--- src/rtl/leaf_bridge_pkg.sv ---
// Shared definitions for the leaf port bridge.
// Contents:
//   DEF_FIFO_DEPTH / DEF_STALL_CNT  default channel depth and stall threshold
//   BUS_MAX                         widest flat data bus slice_chan can index
//   calc_ptr_bits(depth)            PTR_BITS = clog2(FIFO_DEPTH)
//   calc_run_bits(stall_cnt)        RUN_BITS = clog2(STALL_CNT+1)
//   sat_inc(value, bits)            +1 that sticks at 2^bits-1 (bits <= 64)
//   slice_chan(bus, idx, width)     channel idx of a flat bus, in the low bits
package leaf_bridge_pkg;

  localparam int DEF_FIFO_DEPTH = 4;
  localparam int DEF_STALL_CNT  = 1;
  localparam int BUS_MAX        = 4096;

  function automatic int calc_ptr_bits(input int depth);
    return (depth < 2) ? 1 : $clog2(depth);
  endfunction

  function automatic int calc_run_bits(input int stall_cnt);
    int b;
    b = $clog2(stall_cnt + 1);
    return (b < 1) ? 1 : b;
  endfunction

  function automatic logic [63:0] sat_inc(input logic [63:0] value, input int bits);
    logic [63:0] max_val;
    max_val = (bits >= 64) ? '1 : ((64'd1 << bits) - 64'd1);
    return (value >= max_val) ? max_val : value + 64'd1;
  endfunction

  // Callers truncate the result to their channel width.
  function automatic logic [BUS_MAX-1:0] slice_chan(input logic [BUS_MAX-1:0] bus,
                                                    input int idx, input int width);
    return bus >> (idx * width);
  endfunction

endpackage

--- src/rtl/leaf_chan_fifo.sv ---
// One bridge channel: decoupling FIFO, full/empty/read counters, stall flag.
// Ports:
//   clk, rst_n        clock, asynchronous active-low reset
//   soft_clr          synchronous clear, beats any same-cycle push/pop
//   cnt_en            counters advance only when 1
//   pop_block         holds the head word and drops vld_out (resend gating)
//   din/vld_in/ack_in producer side; ack_in = not full
//   dout/vld_out/rdy_out consumer side; vld_out = not empty and not blocked
//   full_cnt, empty_cnt, read_cnt  saturating performance counters
//   stall             registered stall_condition flag
// Handshake: a word moves on a rising edge where the sender's valid and the
// receiver's ready/ack are both 1; valid never depends on ready in this block,
// and a pushed word is first visible at the consumer one cycle later.
module leaf_chan_fifo
  import leaf_bridge_pkg::*;
#(
  parameter int PAYLOAD_BITS = 32,
  parameter int FIFO_DEPTH   = DEF_FIFO_DEPTH,
  parameter int CNT_BITS     = 32,
  parameter int STALL_CNT    = DEF_STALL_CNT
) (
  input  logic                    clk,
  input  logic                    rst_n,
  input  logic                    soft_clr,
  input  logic                    cnt_en,
  input  logic                    pop_block,
  input  logic [PAYLOAD_BITS-1:0] din,
  input  logic                    vld_in,
  output logic                    ack_in,
  output logic [PAYLOAD_BITS-1:0] dout,
  output logic                    vld_out,
  input  logic                    rdy_out,
  output logic [CNT_BITS-1:0]     full_cnt,
  output logic [CNT_BITS-1:0]     empty_cnt,
  output logic [CNT_BITS-1:0]     read_cnt,
  output logic                    stall
);

  localparam int PTR_BITS = calc_ptr_bits(FIFO_DEPTH);
  localparam int RUN_BITS = calc_run_bits(STALL_CNT);
  localparam logic [PTR_BITS:0]   OCC_FULL = (PTR_BITS + 1)'(FIFO_DEPTH);
  localparam logic [RUN_BITS-1:0] STALL_TH = RUN_BITS'(STALL_CNT);

  logic [PAYLOAD_BITS-1:0] mem [FIFO_DEPTH];
  logic [PTR_BITS-1:0]     rptr;
  logic [PTR_BITS-1:0]     wptr;
  logic [PTR_BITS:0]       occ;
  logic [RUN_BITS-1:0]     run;
  logic [RUN_BITS-1:0]     run_next;
  logic full, empty, push, pop, full_hit, empty_hit;

  assign full    = (occ == OCC_FULL);
  assign empty   = (occ == '0);
  // ack drops on full even if a pop happens this cycle: no full-to-full push.
  assign ack_in  = ~full;
  assign vld_out = ~empty & ~pop_block;
  assign dout    = empty ? '0 : mem[rptr];
  assign push    = vld_in & ~full;
  assign pop     = vld_out & rdy_out;

  // A blocked cycle with data present is neither a full nor an empty event.
  assign full_hit  = vld_in & full & ~pop_block;
  assign empty_hit = rdy_out & empty;
  assign run_next  = full_hit ? RUN_BITS'(sat_inc(64'(run), RUN_BITS)) : '0;

  always_ff @(posedge clk) begin
    if (push && !soft_clr) mem[wptr] <= din;
  end

  always_ff @(posedge clk or negedge rst_n) begin
    if (!rst_n) begin
      rptr <= '0;
      wptr <= '0;
      occ  <= '0;
    end else if (soft_clr) begin
      rptr <= '0;
      wptr <= '0;
      occ  <= '0;
    end else begin
      if (push) wptr <= wptr + PTR_BITS'(1);
      if (pop)  rptr <= rptr + PTR_BITS'(1);
      case ({push, pop})
        2'b10:   occ <= occ + (PTR_BITS + 1)'(1);
        2'b01:   occ <= occ - (PTR_BITS + 1)'(1);
        default: ;
      endcase
    end
  end

  always_ff @(posedge clk or negedge rst_n) begin
    if (!rst_n) begin
      full_cnt  <= '0;
      empty_cnt <= '0;
      read_cnt  <= '0;
      run       <= '0;
      stall     <= 1'b0;
    end else if (soft_clr) begin
      full_cnt  <= '0;
      empty_cnt <= '0;
      read_cnt  <= '0;
      run       <= '0;
      stall     <= 1'b0;
    end else begin
      if (cnt_en && full_hit)  full_cnt  <= CNT_BITS'(sat_inc(64'(full_cnt), CNT_BITS));
      if (cnt_en && empty_hit) empty_cnt <= CNT_BITS'(sat_inc(64'(empty_cnt), CNT_BITS));
      if (cnt_en && pop)       read_cnt  <= CNT_BITS'(sat_inc(64'(read_cnt), CNT_BITS));
      // The run length ignores cnt_en; the flag tracks it with no extra delay.
      run   <= run_next;
      stall <= (run_next >= STALL_TH);
    end
  end

endmodule

--- src/rtl/leaf_port_bridge.sv ---
// Stream bridge between the leaf interface port cluster and an HLS kernel.
// Input channels (interface -> kernel) and output channels (kernel ->
// interface) each get one leaf_chan_fifo. resend blocks only the pop side of
// output channels, so interface-bound traffic stalls while the kernel may
// keep filling its FIFOs.
// Ports:
//   ap_clk, ap_rst_n             user clock, asynchronous active-low reset
//   soft_clr, cnt_en, resend     clear, counter enable, interface-bound hold
//   din_if/vld_if/ack_if         interface -> bridge (input channels)
//   dout_user/vld_user/ack_user  bridge -> kernel (input channels)
//   din_user/vld_user_out/ack_user_out  kernel -> bridge (output channels)
//   dout_if/vld_if_out/ack_if_out       bridge -> interface (output channels)
//   *_cnt_in / *_cnt_out         per-channel counters, channel i at i*CNT_BITS
//   stall_in / stall_out         per-channel stall_condition flags
// Flat data buses carry channel i at [i*PAYLOAD_BITS +: PAYLOAD_BITS] and must
// not exceed BUS_MAX bits.
module leaf_port_bridge
  import leaf_bridge_pkg::*;
#(
  parameter int NUM_IN_PORTS  = 1,
  parameter int NUM_OUT_PORTS = 1,
  parameter int PAYLOAD_BITS  = 32,
  parameter int FIFO_DEPTH    = DEF_FIFO_DEPTH,
  parameter int CNT_BITS      = 32,
  parameter int STALL_CNT     = DEF_STALL_CNT
) (
  input  logic                                   ap_clk,
  input  logic                                   ap_rst_n,
  input  logic                                   soft_clr,
  input  logic                                   cnt_en,
  input  logic                                   resend,
  input  logic [NUM_IN_PORTS*PAYLOAD_BITS-1:0]   din_if,
  input  logic [NUM_IN_PORTS-1:0]                vld_if,
  output logic [NUM_IN_PORTS-1:0]                ack_if,
  output logic [NUM_IN_PORTS*PAYLOAD_BITS-1:0]   dout_user,
  output logic [NUM_IN_PORTS-1:0]                vld_user,
  input  logic [NUM_IN_PORTS-1:0]                ack_user,
  input  logic [NUM_OUT_PORTS*PAYLOAD_BITS-1:0]  din_user,
  input  logic [NUM_OUT_PORTS-1:0]               vld_user_out,
  output logic [NUM_OUT_PORTS-1:0]               ack_user_out,
  output logic [NUM_OUT_PORTS*PAYLOAD_BITS-1:0]  dout_if,
  output logic [NUM_OUT_PORTS-1:0]               vld_if_out,
  input  logic [NUM_OUT_PORTS-1:0]               ack_if_out,
  output logic [NUM_IN_PORTS*CNT_BITS-1:0]       full_cnt_in,
  output logic [NUM_IN_PORTS*CNT_BITS-1:0]       empty_cnt_in,
  output logic [NUM_IN_PORTS*CNT_BITS-1:0]       read_cnt_in,
  output logic [NUM_OUT_PORTS*CNT_BITS-1:0]      full_cnt_out,
  output logic [NUM_OUT_PORTS*CNT_BITS-1:0]      empty_cnt_out,
  output logic [NUM_OUT_PORTS*CNT_BITS-1:0]      read_cnt_out,
  output logic [NUM_IN_PORTS-1:0]                stall_in,
  output logic [NUM_OUT_PORTS-1:0]               stall_out
);

  genvar i;

  for (i = 0; i < NUM_IN_PORTS; i++) begin : g_in
    leaf_chan_fifo #(
      .PAYLOAD_BITS(PAYLOAD_BITS), .FIFO_DEPTH(FIFO_DEPTH),
      .CNT_BITS(CNT_BITS), .STALL_CNT(STALL_CNT)
    ) u_chan (
      .clk       (ap_clk),
      .rst_n     (ap_rst_n),
      .soft_clr  (soft_clr),
      .cnt_en    (cnt_en),
      .pop_block (1'b0),
      .din       (PAYLOAD_BITS'(slice_chan(BUS_MAX'(din_if), i, PAYLOAD_BITS))),
      .vld_in    (vld_if[i]),
      .ack_in    (ack_if[i]),
      .dout      (dout_user[i*PAYLOAD_BITS +: PAYLOAD_BITS]),
      .vld_out   (vld_user[i]),
      .rdy_out   (ack_user[i]),
      .full_cnt  (full_cnt_in[i*CNT_BITS +: CNT_BITS]),
      .empty_cnt (empty_cnt_in[i*CNT_BITS +: CNT_BITS]),
      .read_cnt  (read_cnt_in[i*CNT_BITS +: CNT_BITS]),
      .stall     (stall_in[i])
    );
  end

  for (i = 0; i < NUM_OUT_PORTS; i++) begin : g_out
    leaf_chan_fifo #(
      .PAYLOAD_BITS(PAYLOAD_BITS), .FIFO_DEPTH(FIFO_DEPTH),
      .CNT_BITS(CNT_BITS), .STALL_CNT(STALL_CNT)
    ) u_chan (
      .clk       (ap_clk),
      .rst_n     (ap_rst_n),
      .soft_clr  (soft_clr),
      .cnt_en    (cnt_en),
      .pop_block (resend),
      .din       (PAYLOAD_BITS'(slice_chan(BUS_MAX'(din_user), i, PAYLOAD_BITS))),
      .vld_in    (vld_user_out[i]),
      .ack_in    (ack_user_out[i]),
      .dout      (dout_if[i*PAYLOAD_BITS +: PAYLOAD_BITS]),
      .vld_out   (vld_if_out[i]),
      .rdy_out   (ack_if_out[i]),
      .full_cnt  (full_cnt_out[i*CNT_BITS +: CNT_BITS]),
      .empty_cnt (empty_cnt_out[i*CNT_BITS +: CNT_BITS]),
      .read_cnt  (read_cnt_out[i*CNT_BITS +: CNT_BITS]),
      .stall     (stall_out[i])
    );
  end

endmodule

--- config.mk ---
export PLATFORM = sky130hd
export DESIGN_NAME = leaf_port_bridge
export DESIGN_NICKNAME = d
export VERILOG_FILES = /design/src/rtl/leaf_bridge_pkg.sv /design/src/rtl/leaf_chan_fifo.sv /design/src/rtl/leaf_port_bridge.sv
export SDC_FILE = /design/constraint.sdc
export NUM_CORES = 1
export LEC_CHECK = 0
export CAP_MARGIN = 40
export CORE_UTILIZATION = 50
export DETAILED_ROUTE_END_ITERATION = 8
export PLACE_DENSITY = 0.75
export SKIP_LAST_GASP = 1
export SLEW_MARGIN = 20
export SYNTH_ARGS = -nofsm -noshare
export SYNTH_HDL_FRONTEND = slang
export SYNTH_SLANG_ARGS = --single-unit
--- constraint.sdc ---
create_clock -name ap_clk -period 3.9 [get_ports ap_clk]
set_input_delay 0.78 -clock ap_clk [delete_from_list [all_inputs] [get_ports ap_clk]]
set_output_delay 0.78 -clock ap_clk [all_outputs]
set_load 0.01 [all_outputs]
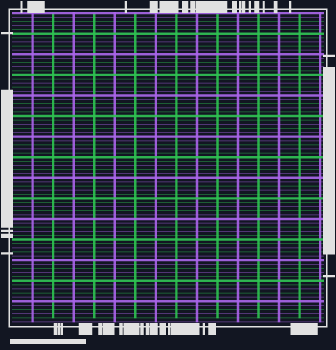
Figure 1: supply network.
Bar = 50 um. Pins as bars on the die edge.
[VDD] green
[VSS] purple
met5 straps: 15
met1 rails: 76
signal pins: 335
met4 straps: 15
VDD IR max: 0.454 mV
core area: 0.0420 mm^2
chip width: 209 um
die y size: 209 um

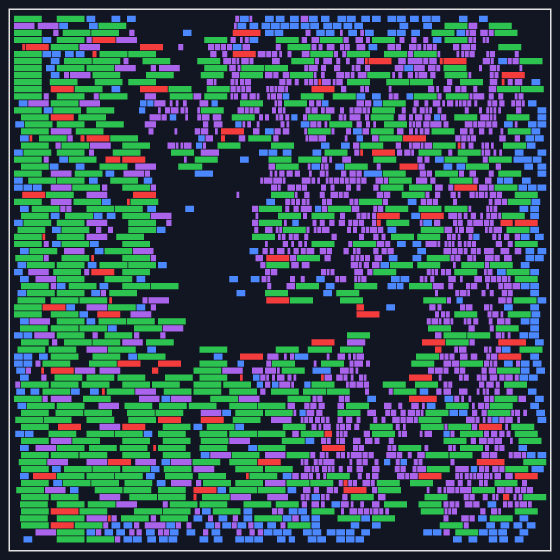
Figure 2: placement by cell class.
[clock drivers and dummy loads] red | cells: 88
[remaining buffers and delay cells] blue | cells: 371
[sequential cells] green | cells: 464
[combinational and other logic] purple | cells: 1165
num rows: 75
flop share of the area: 47.7%

==> changes_impl.md <==
## Implementation

* Fin area at 0.0270 mm^2
* Bufs on Longest Clock Path at 3
* Pwr dens at 479 mW/mm^2
* Final Power at 12.9 mW
* XOR/XNOR Fraction of Synth Area at 0.492%
* Crit path buf inv count at 3
* Setup-failing EPs final at 0
* Yosys stat cell total at 1716
* Largest stage delay on the critical path at 490 ps
* Flops out of synthesis at 464
* Comb area leader: simple AND/OR/NAND/NOR gates
* Largest net degree at the start of global routing at 90
* Largest area contributor in the netlist: edfxtp_1
* Wire length on met1 at 22.5 mm
* WS Path Type: flop to output port
* Crit path DRT at 3120 ps
* DRT iter0 DRCs at 1312
* Worst setup SP type: flop
* Buffers on Ports at 334
* Status: finished clean
* Area share, top type at 36.0%
* Most Crowded Layer GR: met2
* Reg2reg setup slack at 1080 ps
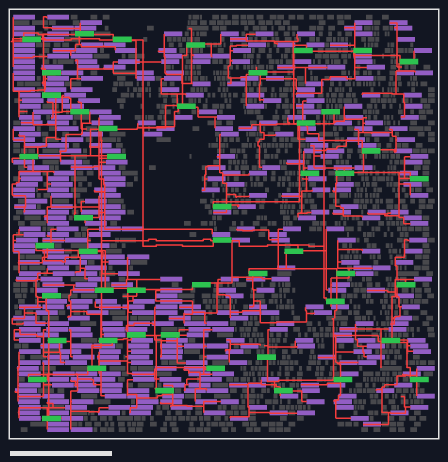
Figure 3: clock network drawn from the DEF.
Bar = 50 um.
[clock drivers] green | count: 49
[flip-flops] purple | count: 464
[clock wires] red | length: 5730 um
flops lie: spread over the die
Clk network pwr share: 35.9%
clock skew: 22.6 ps

## where the power goes
group          switching [mW]  leakage (nW)  internal [mW]
Sequential              0.110          5.22           5.41
Combinational            1.41          3.60           1.37
Clock                    1.96         0.763           2.69
## layout make-up
type                            instances  area [um^2]
Multi-Input combinational cell       1140         8070
Tap cell                              539          674
Timing Repair Buffer                  371         3680
Inverter                               25         93.8
Antenna cell                            1         2.50
Clock inverter                         22          297
Fill cell                            3162        15000
Clock buffer                           66         1300
Sequential cell                       464        12900
## worst paths after layout
check | depth (start not counted) | endpoint | from
max in group asynchronous | 2 | g_out[0].u_chan.read_cnt[11]$_DFFE_PN0P_ | ap_rst_n
worst min-delay path | 1 | g_in[0].u_chan.empty_cnt[11]$_DFFE_PN0P_ | ap_rst_n
worst max register to register | 6 | g_out[0].u_chan.empty_cnt[27]$_DFFE_PN0P_ | g_out[0].u_chan.empty_cnt[0]$_DFFE_PN0P_
worst min register to register | 1 | g_in[0].u_chan.read_cnt[17]$_DFFE_PN0P_ | g_in[0].u_chan.read_cnt[17]$_DFFE_PN0P_
worst max-delay path | 5 | dout_user[14] | g_in[0].u_chan.occ[0]$_DFFE_PN0P_
min in group ap_clk | 1 | g_in[0].u_chan.read_cnt[17]$_DFFE_PN0P_ | g_in[0].u_chan.read_cnt[17]$_DFFE_PN0P_
## kinds of logic (layout without fill, tap and decap cells)
| family | after synthesis | after routing |
|---|---|---|
| AOI/OAI and AO/OA | 293 | 293 |
| xor gates and xnor gates | 12 | 12 |
| adders and majority gates | 16 | 16 |
| buffers and inverters | 112 | 484 |
| DFF | 464 | 464 |
| muxes | 77 | 77 |
| other | 0 | 1 |
| and+or+nand+nor | 742 | 742 |
No activity file was given, so power comes from the tool's default toggle rates.
